<file path="src/rtl/conv_win_pkg.sv">
// Shared defaults and index helper for the sliding convolution window buffer.
package conv_win_pkg;

    localparam int CW_W_DEF      = 12;
    localparam int CW_K_DEF      = 3;
    localparam int CW_FILL_W_DEF = $clog2(CW_K_DEF + 1);

    // Flat element index of window element (r,c) for a k-wide window
    function automatic int win_idx(input int r, input int c, input int k);
        return (r * k) + c;
    endfunction

endpackage

</file>
<file path="src/rtl/conv_window_buffer_if.sv">
// Column-in / window-out handshake bundle for conv_window_buffer.
// CONV_WIN_PARALLEL_LOAD_EN adds the load_en/load_data parallel-load signals.
interface conv_window_buffer_if
    import conv_win_pkg::*;
#(
    parameter int W = CW_W_DEF,
    parameter int K = CW_K_DEF
);

    logic                       col_valid;
    logic                       col_ready;
    logic [K*W-1:0]             col_data;
    logic                       line_start;
    logic                       out_valid;
    logic                       out_ready;
    logic [K*K*W-1:0]           win_data;
    logic [$clog2(K+1)-1:0]     fill_cnt;
`ifdef CONV_WIN_PARALLEL_LOAD_EN
    logic                       load_en;
    logic [K*K*W-1:0]           load_data;
`endif

    modport master (
        output col_valid, col_data, line_start, out_ready,
        input  col_ready, out_valid, win_data, fill_cnt
`ifdef CONV_WIN_PARALLEL_LOAD_EN
        , output load_en, load_data
`endif
    );

    modport slave (
        input  col_valid, col_data, line_start, out_ready,
        output col_ready, out_valid, win_data, fill_cnt
`ifdef CONV_WIN_PARALLEL_LOAD_EN
        , input load_en, load_data
`endif
    );

endinterface

</file>
<file path="src/rtl/conv_win_row.sv">
// One K-deep, W-bit window row: shifts toward column 0 and accepts new data at column K-1.
module conv_win_row
    import conv_win_pkg::*;
#(
    parameter int W = CW_W_DEF,
    parameter int K = CW_K_DEF
) (
    input  logic           clk,
    input  logic           rst_n,
    input  logic           shift_en,
    input  logic           load_en,
    input  logic [K*W-1:0] load_data,
    input  logic [W-1:0]   shift_in,
    output logic [K*W-1:0] row_data
);

    logic [W-1:0] col_r [K];

    // Row storage: parallel load wins over shift
    always_ff @(posedge clk or negedge rst_n) begin
        if (!rst_n) begin
            for (int c = 0; c < K; c++) begin
                col_r[c] <= {W{1'b0}};
            end
        end else if (load_en) begin
            for (int c = 0; c < K; c++) begin
                col_r[c] <= load_data[c*W +: W];
            end
        end else if (shift_en) begin
            for (int c = 0; c < K - 1; c++) begin
                col_r[c] <= col_r[c+1];
            end
            col_r[K-1] <= shift_in;
        end else begin
            for (int c = 0; c < K; c++) begin
                col_r[c] <= col_r[c];
            end
        end
    end

    // Flatten row storage, column 0 in the low bits
    always_comb begin
        row_data = {(K*W){1'b0}};
        for (int c = 0; c < K; c++) begin
            row_data[c*W +: W] = col_r[c];
        end
    end

endmodule

</file>
<file path="src/rtl/conv_window_buffer.sv">
// K x K sliding window buffer fed one column per accepted handshake.
// CONV_WIN_PARALLEL_LOAD_EN enables the whole-window parallel load path.
module conv_window_buffer
    import conv_win_pkg::*;
#(
    parameter int W = CW_W_DEF,
    parameter int K = CW_K_DEF
) (
    input logic                 clk,
    input logic                 rst_n,
    conv_window_buffer_if.slave bus
);

    localparam int            FW        = $clog2(K + 1);
    localparam logic [FW-1:0] FILL_FULL = FW'(K);
    localparam logic [FW-1:0] FILL_ONE  = {{(FW-1){1'b0}}, 1'b1};

    logic               take_s;
    logic               load_s;
    logic               accept_s;
    logic               col_ready_s;
    logic               out_valid_r;
    logic               out_valid_nxt_s;
    logic [FW-1:0]      fill_r;
    logic [FW-1:0]      fill_nxt_s;
    logic [K*K*W-1:0]   win_r;
    logic [K*K*W-1:0]   win_nxt_s;
    logic [K*K*W-1:0]   shift_win_s;
    logic [K*K*W-1:0]   load_win_s;
    logic               win_upd_s;
    logic [K*W-1:0]     row_q_s  [K];
    logic [K*W-1:0]     row_ld_s [K];

    // A new window may be taken whenever the output slot is free or being drained
    assign take_s = !out_valid_r || bus.out_ready;

`ifdef CONV_WIN_PARALLEL_LOAD_EN
    assign load_s      = bus.load_en && take_s;
    assign col_ready_s = take_s && !bus.load_en;
    assign load_win_s  = bus.load_data;
`else
    assign load_s      = 1'b0;
    assign col_ready_s = take_s;
    assign load_win_s  = {(K*K*W){1'b0}};
`endif

    assign accept_s      = bus.col_valid && col_ready_s;
    assign bus.col_ready = col_ready_s;
    assign bus.out_valid = out_valid_r;
    assign bus.fill_cnt  = fill_r;
    assign bus.win_data  = win_r;

    for (genvar r = 0; r < K; r++) begin : g_row
`ifdef CONV_WIN_PARALLEL_LOAD_EN
        assign row_ld_s[r] = bus.load_data[r*K*W +: K*W];
`else
        assign row_ld_s[r] = {(K*W){1'b0}};
`endif
        conv_win_row #(.W(W), .K(K)) u_row (
            .clk       (clk),
            .rst_n     (rst_n),
            .shift_en  (accept_s),
            .load_en   (load_s),
            .load_data (row_ld_s[r]),
            .shift_in  (bus.col_data[r*W +: W]),
            .row_data  (row_q_s[r])
        );
    end

    // Window as it will look after the current column shifts in
    always_comb begin
        shift_win_s = {(K*K*W){1'b0}};
        for (int r = 0; r < K; r++) begin
            for (int c = 0; c < K; c++) begin
                if (c < K - 1) begin
                    shift_win_s[win_idx(r, c, K)*W +: W] = row_q_s[r][(c+1)*W +: W];
                end else begin
                    shift_win_s[win_idx(r, c, K)*W +: W] = bus.col_data[r*W +: W];
                end
            end
        end
    end

    // Fill counter, output valid and window register next state
    always_comb begin
        fill_nxt_s      = fill_r;
        out_valid_nxt_s = out_valid_r;
        win_upd_s       = 1'b0;
        win_nxt_s       = shift_win_s;
        if (load_s) begin
            fill_nxt_s      = FILL_FULL;
            out_valid_nxt_s = 1'b1;
            win_upd_s       = 1'b1;
            win_nxt_s       = load_win_s;
        end else if (accept_s) begin
            if (bus.line_start) begin
                fill_nxt_s = FILL_ONE;
            end else if (fill_r == FILL_FULL) begin
                fill_nxt_s = FILL_FULL;
            end else begin
                fill_nxt_s = fill_r + FILL_ONE;
            end
            out_valid_nxt_s = (fill_nxt_s == FILL_FULL);
            win_upd_s       = out_valid_nxt_s;
        end else if (out_valid_r && bus.out_ready) begin
            out_valid_nxt_s = 1'b0;
        end else begin
            out_valid_nxt_s = out_valid_r;
        end
    end

    // Handshake state and registered window output
    always_ff @(posedge clk or negedge rst_n) begin
        if (!rst_n) begin
            out_valid_r <= 1'b0;
            fill_r      <= {FW{1'b0}};
            win_r       <= {(K*K*W){1'b0}};
        end else begin
            out_valid_r <= out_valid_nxt_s;
            fill_r      <= fill_nxt_s;
            if (win_upd_s) begin
                win_r <= win_nxt_s;
            end else begin
                win_r <= win_r;
            end
        end
    end

endmodule

</file>
<file path="src/flat_wrapper.sv">
// flat-port wrapper written by rule: the top's interface ports become plain ports
module conv_window_buffer_flat import conv_win_pkg::*;
#(
    parameter int W = CW_W_DEF,
    parameter int K = CW_K_DEF
)
  (clk, rst_n, bus_col_valid, bus_col_data, bus_line_start, bus_out_ready, bus_col_ready, bus_out_valid, bus_win_data, bus_fill_cnt);
  conv_window_buffer_if #(.W(W), .K(K)) bus_i ();
  input logic clk;
  input logic rst_n;
  input wire logic [$bits(bus_i.col_valid)-1:0] bus_col_valid;
  input wire logic [$bits(bus_i.col_data)-1:0] bus_col_data;
  input wire logic [$bits(bus_i.line_start)-1:0] bus_line_start;
  input wire logic [$bits(bus_i.out_ready)-1:0] bus_out_ready;
  output wire logic [$bits(bus_i.col_ready)-1:0] bus_col_ready;
  output wire logic [$bits(bus_i.out_valid)-1:0] bus_out_valid;
  output wire logic [$bits(bus_i.win_data)-1:0] bus_win_data;
  output wire logic [$bits(bus_i.fill_cnt)-1:0] bus_fill_cnt;
  assign bus_i.col_valid = bus_col_valid;
  assign bus_i.col_data = bus_col_data;
  assign bus_i.line_start = bus_line_start;
  assign bus_i.out_ready = bus_out_ready;
  assign bus_col_ready = bus_i.col_ready;
  assign bus_out_valid = bus_i.out_valid;
  assign bus_win_data = bus_i.win_data;
  assign bus_fill_cnt = bus_i.fill_cnt;
  conv_window_buffer #(.W(W), .K(K)) u_core (.clk(clk), .rst_n(rst_n), .bus(bus_i));
endmodule
</file>
<file path="config.mk">
export PLATFORM = sky130hd
export DESIGN_NAME = conv_window_buffer_flat
export DESIGN_NICKNAME = d
export VERILOG_FILES = /design/src/rtl/conv_win_pkg.sv /design/src/rtl/conv_window_buffer_if.sv /design/src/rtl/conv_win_row.sv /design/src/rtl/conv_window_buffer.sv /design/src/flat_wrapper.sv
export SDC_FILE = /design/constraint.sdc
export NUM_CORES = 1
export LEC_CHECK = 0
export CORE_MARGIN = 2
export CORE_UTILIZATION = 54
export CTS_BUF_LIST = sky130_fd_sc_hd__clkbuf_16
export DETAILED_ROUTE_END_ITERATION = 16
export MAX_ROUTING_LAYER = met4
export PLACE_DENSITY = 0.81
export SYNTH_ARGS = -nofsm -noshare
export SYNTH_HDL_FRONTEND = slang
export SYNTH_HIERARCHICAL = 1
export SYNTH_SLANG_ARGS = --single-unit
</file>
<file path="constraint.sdc">
create_clock -name clk -period 1.9 [get_ports clk]
set_clock_uncertainty 0.15 [all_clocks]
set_input_delay 0.38 -clock clk [delete_from_list [all_inputs] [get_ports clk]]
set_output_delay 0.38 -clock clk [all_outputs]
set_load 0.005 [all_outputs]
</file>
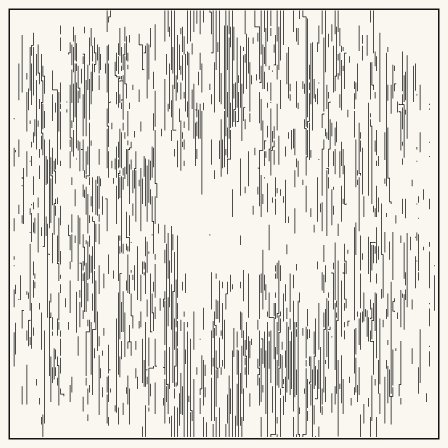
**Above:** run 1 (met2 routing).
726 nets have wire on it. The layer carries 7920 µm of wire. The longest straight run is 40.3 µm.
Routed Wire Length: 15.5 mm
routed via count: 4872
global-route met2 utilization: 36.0%

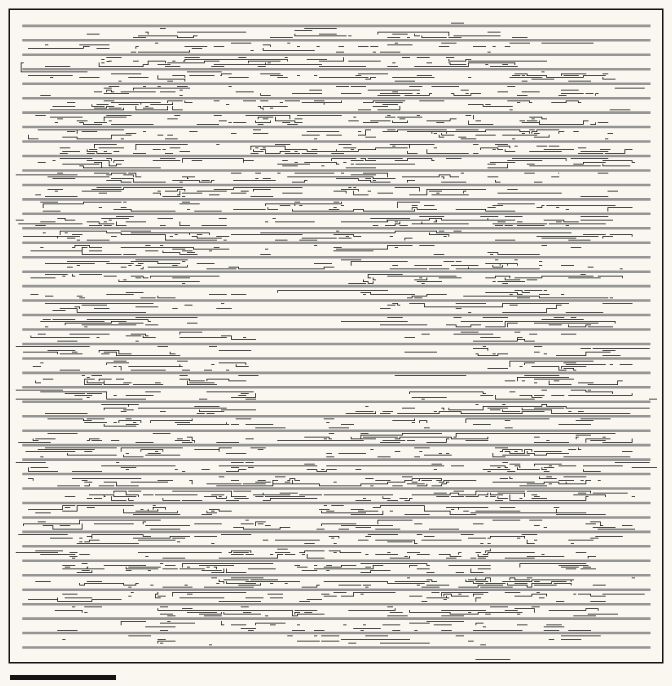
**Above:** run 1 (signal wires on met1).
The bar under the picture is 20 µm long. Supply wires on this layer in gray.
The layer carries 6450 µm of wire. The layer holds 41% of the routed length.
met1 usage: 26.8%

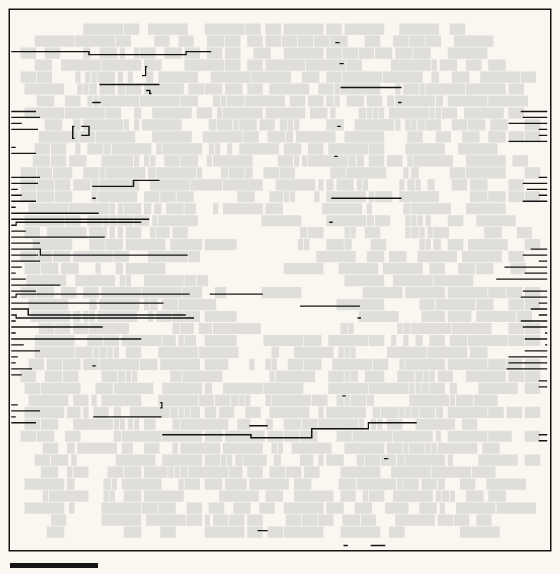
**Above:** run 1 (met3 routing).
The bar under the picture is 20 µm long. Cells faint in the background.
The layer carries 865 µm of wire. The layer holds 5.6% of the routed length. The wires run mostly horizontal. 90 nets have wire on it.
met3 Use GR: 6.83%

==> impl_metrics.csv, run 1 <==
group,metric,value,unit
power,p_clk_share,27.5,%
layout,area_growth_syn_to_layout,32.5,%
drt,drt-vias-per-instance,5.02,
setup_path,cp_data_required_time,1370,ps
layout,n_all_inverters,0,
clock_network,clkSlewWorstSetupHoldPaths,60,ps
clock_network,htreeDepth,4,
placement,globalplace.congestion,0.745,
setup_path,cp_max_fo,2,
flow_run,cap_violations,0,
layout,design_area,10100,µm²
setup_path,critPathKind,"reg -> out",
layout,dominant_cells,"flip-flops and latches",
setup_path,path_buffers,1,
drt,wl_met3,864,µm
setup_path,reg2regPathDepth,5,
drt,dr.pass1.iters,6,
clock_network,clk_path_buf_depth,2,
floorplanning,die_width,123,µm
setup_path,crit_cells,1,
power,ir_drop,0.000630,V
layout,final_cells,970,
global_route,grt_pass1_vias,5052,
layout,comb_area,2970,µm²
placement,place_area,9490,µm²
power,power_density,1230,nW/µm²
yosys,avgSynthCellArea,13.5,µm²
layout,area.sequential,4580,µm²
setup_path,crit_path_start_kind,"flip-flop",
power,power_switching_share,25.0,%
timing,fin_tns_setup,0,ps
power,p_comb_share,28.3,%
yosys,syn_inst,562,
layout,lay_top_cells,"dfrtp_1 (183), clkdlybuf4s50_1 (145), mux2_2 (99), conb_1 (75), nand2_1 (73)",
global_route,grt_pass1_wl,25.1,mm
floorplanning,die_h,123,µm
clock_network,cts-root-buf,"clkbuf_16",
global_route,top_usage_layer,"met2",
clock_network,cts_resized,3,
global_route,gr-total-overflow,0,
run_status,status,"finished clean",
hold_path,hold_path.class,"in -> async",
timing,fmax,538,MHz
timing,hold_viol,0,
clock_network,post_cts_buffers,1,
layout,clk_share,5.60,%
drt,drc,0,
power,p_total,12.4,mW
floorplanning,fp-utilization,55.0,%
timing,timing.final.ws_setup,42.1,ps
placement,numPortBuffers,152,
floorplanning,core,13800,µm²
power,maxPowerGroup,"sequential cells",
layout,nFillCells,905,
floorplanning,rows,43,
setup_path,worst_path_max_delay_cell,"clkdlybuf4s50_1",
power,powerClk,3.41,mW
flow_run,warning_count,26,
power,leakage,4.52,nW
placement,pre_cts_slack,-183,ps
global_route,antenna_found_initial,0,
layout,nNonClkBuffers,169,
==> run 2: changes to the inputs <==
- CORE_MARGIN: 2 -> 8
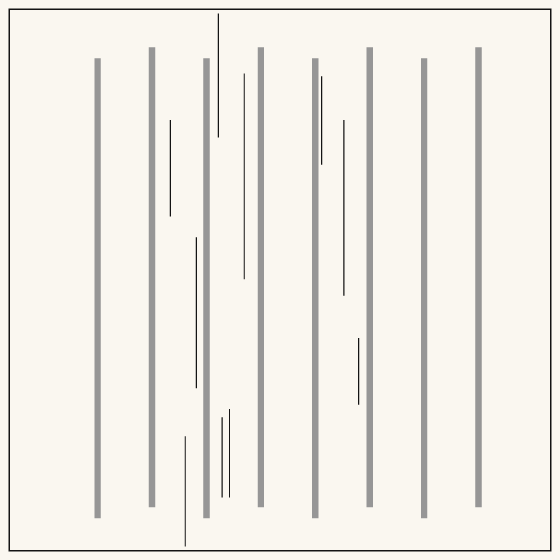
**Above:** run 2 (met4 routing).
Supply wires on this layer in gray.
The longest straight run is 51.0 µm. 7 nets have wire on it. The layer holds 1.8% of the routed length. The wires run mostly vertical.
Routed Wire Length: 16.0 mm
routed via count: 4859

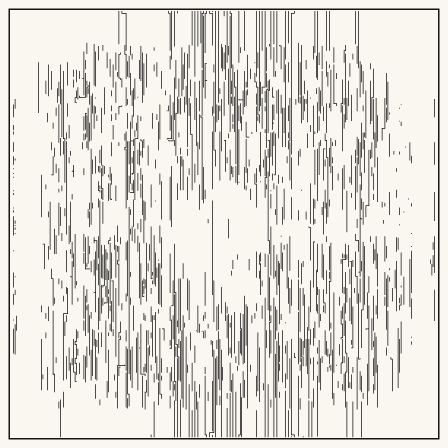
**Above:** run 2 (met2 routing).
global-route met2 utilization: 31.0%

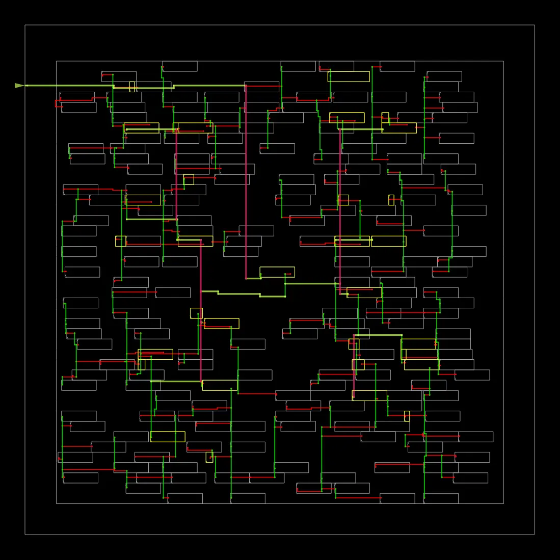
**Above:** run 2 (clock routing).
CTS sink cnt: 183
registers: 183
Num CTS Buffers: 17
Clk power: 3.20 mW

==> run 2 against run 1 <==
  * Final area grew 0.57%
  * Hold slack improved by 25 ps
  * Total power fell by 1.2%
  * Die size grew 21%
  * Clock power decreased by 6.2%
  * Setup slack gained 7.4 ps
  * Utilization increased by 0.42 points
  * Via count shrank 0.27%
  * Critical path type unchanged
  * Critical endpoint is now bus_win_data[21]
==> impl_metrics.csv, run 2 <==
group,metric,value,unit
setup_path,cp_max_fo,2,
power,p_comb_share,29.1,%
setup_path,crit_arrival,1320,ps
layout,dominant_cells,"flip-flops and latches",
layout,nNonClkBuffers,172,
drt,drc,0,
power,maxPowerGroup,"sequential cells",
floorplanning,die_width,135,µm
placement,globalplace.congestion,0.757,
timing,hold_viol,0,
layout,nFillCells,933,
placement,place_area,9570,µm²
placement,pre_cts_slack,-185,ps
layout,seq-cell-share,45.2,%
run_status,status,"finished clean",
layout,logic_gate_count,408,
drt,final_antenna_net_count,0,
floorplanning,fp-utilization,55.0,%
setup_path,cp_data_required_time,1370,ps
power,leakage,4.54,nW
setup_path,crit_start,"u_core/bus.win_data[21]",
global_route,gr-total-overflow,0,
floorplanning,core,13800,µm²
drt,wire_per_inst,16.4,µm
setup_path,crit_family,"buffers and inverters",
clock_network,cts_resized,3,
global_route,grt_pass1_vias,5244,
layout,finish.utilization,73.3,%
timing,fmax,540,MHz
yosys,avgSynthCellArea,13.5,µm²
timing,final_max_slew_viol_count,0,
global_route,grt_pass1_wl,26.6,mm
drt,drt-vias-per-instance,4.98,
power,ir_drop,0.000666,V
layout,antenna_cells,0,
floorplanning,io_pins,153,
setup_path,worst_path_max_delay_cell,"clkdlybuf4s50_1",
clock_network,cts-root-buf,"clkbuf_16",
global_route,antenna_found_initial,0,
placement,numPortBuffers,152,
setup_path,critPathKind,"reg -> out",
power,power_switching_share,25.8,%
flow_run,cap_violations,0,
timing,fin_tns_setup,0,ps
layout,design_area,10100,µm²
flow_run,warning_count,26,
yosys,syn_area,7600,µm²
drt,dr.pass1.iters,4,
setup_path,path_buffers,1,
floorplanning,die_h,135,µm
clock_network,htreeDepth,4,
global_route,grtUsageMet3,6.05,%
placement,hpwl,11.5,mm
layout,lay_top_cells,"dfrtp_1 (183), clkdlybuf4s50_1 (145), mux2_2 (99), conb_1 (75), nand2_1 (73)",
layout,n_all_inverters,0,
setup_path,reg2regPathDepth,4,
timing,min_period,1850,ps
setup_path,crit_path_start_kind,"flip-flop",
layout,comb_area,2970,µm²
power,power_density,1210,nW/µm²
drt,wl_met3,993,µm
clock_network,clkSlewWorstSetupHoldPaths,60,ps
floorplanning,dieArea,18100,µm²
layout,area_growth_syn_to_layout,33.2,%
layout,final_cells,975,
clock_network,clk_path_buf_depth,2,
power,p_clk_share,26.2,%
timing,setup_viol,0,
global_route,use_met1,21.2,%
setup_path,crit_cells,1,
layout,clk_share,5.30,%
power,p_total,12.2,mW
yosys,syn_inst,562,
timing,timing.final.ws_setup,49.4,ps
floorplanning,rows,43,
global_route,top_usage_layer,"met2",
layout,area.sequential,4580,µm²
clock_network,post_cts_buffers,1,
global_route,grt_start_max_net_pins,51,
setup_path,endpoint,"bus_win_data[21]",
hold_path,hold_path.class,"in -> async",
clock_network,holdBufCountCts,1,
**Run 2: signal wires on met1**

The bar under the picture is 50 µm long. Supply wires on this layer in gray.
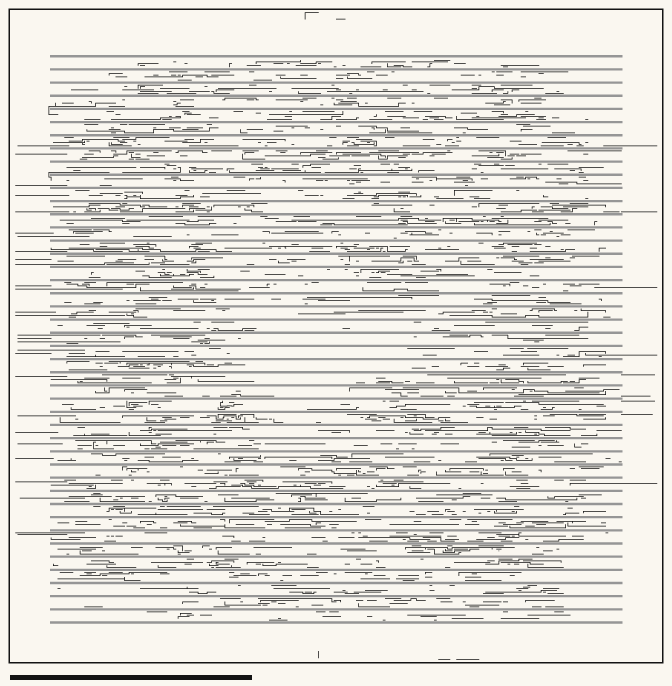

==> run 3: changes to the inputs <==
- CORE_UTILIZATION: 54 -> 58
- PLACE_DENSITY: 0.81 -> 0.86
- clock period: 1.9 -> 2.2 ns (I/O delays scaled with it)
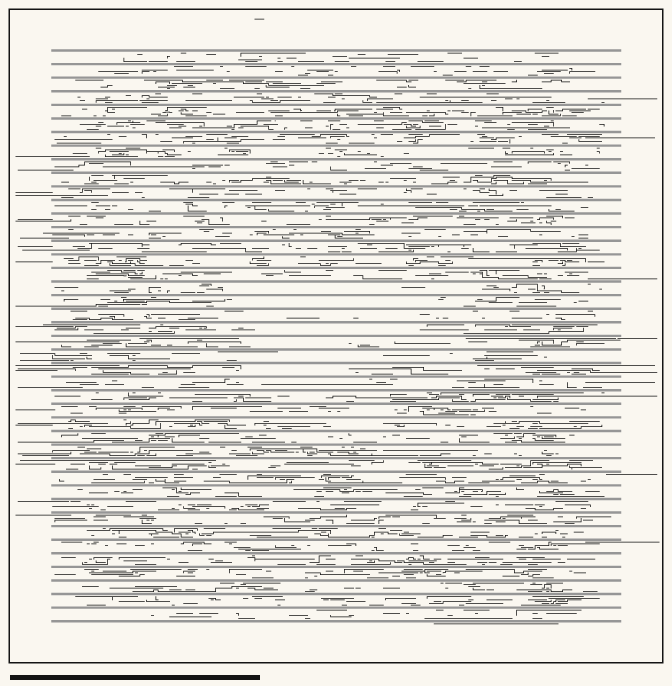
**Above:** run 3 (signal wires on met1).
The bar under the picture is 50 µm long. Supply wires on this layer in gray.
The layer carries 6670 µm of wire. 741 nets have wire on it. The longest straight run is 39.1 µm.
routed via count: 4921
Routed Wire Length: 16.9 mm
met1 usage: 23.2%

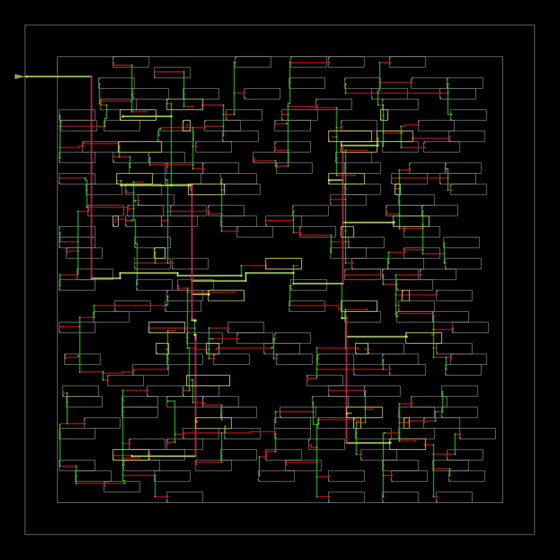
**Above:** run 3 (clock routing).
# clk buffers: 17
clk ins delay skew pair: 420 ps
Clk power: 3.00 mW

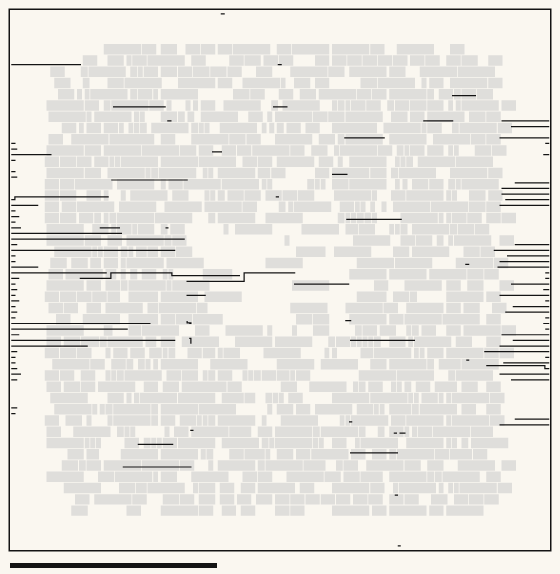
**Above:** run 3 (met3 routing).
The bar under the picture is 50 µm long. Cells faint in the background.
The longest straight run is 41.6 µm. The layer carries 868 µm of wire. The wires run mostly horizontal.
met3 Use GR: 5.48%

==> run 3 against run 2 <==
  * Wire length rose by 5.5%
  * Register-to-register slack improved by 250 ps
  * Clock power fell by 6.3%
  * Critical path depth did not move
  * Die size fell by 6.1%
  * Critical endpoint is now bus_fill_cnt[1]
  * Largest cell class unchanged
==> impl_metrics.csv, run 3 <==
group,metric,value,unit
floorplanning,fp-utilization,58.4,%
timing,final_max_slew_viol_count,0,
layout,comb_area,2970,µm²
layout,nNonClkBuffers,167,
timing,hold_viol,0,
layout,seq-cell-share,45.4,%
run_status,status,"finished clean",
global_route,grt_start_max_net_pins,54,
placement,globalplace.congestion,0.771,
global_route,top_usage_layer,"met2",
floorplanning,die_h,131,µm
power,power_density,1070,nW/µm²
setup_path,critPathKind,"reg -> out",
timing,min_period,2010,ps
setup_path,cp_data_required_time,1610,ps
layout,design_area,10100,µm²
layout,dominant_cells,"flip-flops and latches",
layout,antenna_cells,0,
clock_network,post_cts_buffers,0,
setup_path,crit_start,"u_core/bus.fill_cnt[1]",
layout,nFillCells,820,
setup_path,crit_path_start_kind,"flip-flop",
global_route,gr-total-overflow,0,
layout,final_cells,966,
clock_network,cts-root-buf,"clkbuf_16",
hold_path,hold_path.class,"reg -> reg",
power,leakage,4.51,nW
clock_network,clock-sinks,183,
yosys,syn_inst,562,
global_route,grt_pass1_wl,26.8,mm
placement,pre_cts_slack,4.66,ps
flow_run,warning_count,26,
setup_path,worst_path_max_delay_cell,"clkdlybuf4s50_1",
layout,flop-count,183,
floorplanning,die_width,131,µm
yosys,avgSynthCellArea,13.5,µm²
power,maxPowerGroup,"sequential cells",
placement,numPortBuffers,152,
setup_path,path_buffers,1,
drt,drt-vias-per-instance,5.09,
power,ir_drop,0.000687,V
timing,fin_tns_setup,0,ps
placement,hpwl,11.8,mm
layout,n_all_inverters,0,
floorplanning,io_pins,153,
clock_network,clk_path_buf_depth,2,
global_route,antenna_found_initial,0,
setup_path,crit_family,"buffers and inverters",
power,p_comb_share,28.4,%
clock_network,htreeDepth,4,
clock_network,cts_made_buffers,17,
layout,finish.utilization,77.3,%
placement,place_area,9480,µm²
global_route,use_met2,36.6,%
floorplanning,dieArea,17000,µm²
drt,wire_per_inst,17.5,µm
yosys,syn_area,7600,µm²
drt,wl_met3,868,µm
layout,logic_gate_count,408,
layout,lay_top_cells,"dfrtp_1 (183), clkdlybuf4s50_1 (150), mux2_2 (99), conb_1 (75), nand2_1 (73)",
global_route,grt_pass1_vias,5244,
clock_network,cts_resized,0,
flow_run,cap_violations,0,
setup_path,crit_arrival,1420,ps
floorplanning,core,13000,µm²
Power figures rest on the tool's default switching activity, not on a simulated workload.
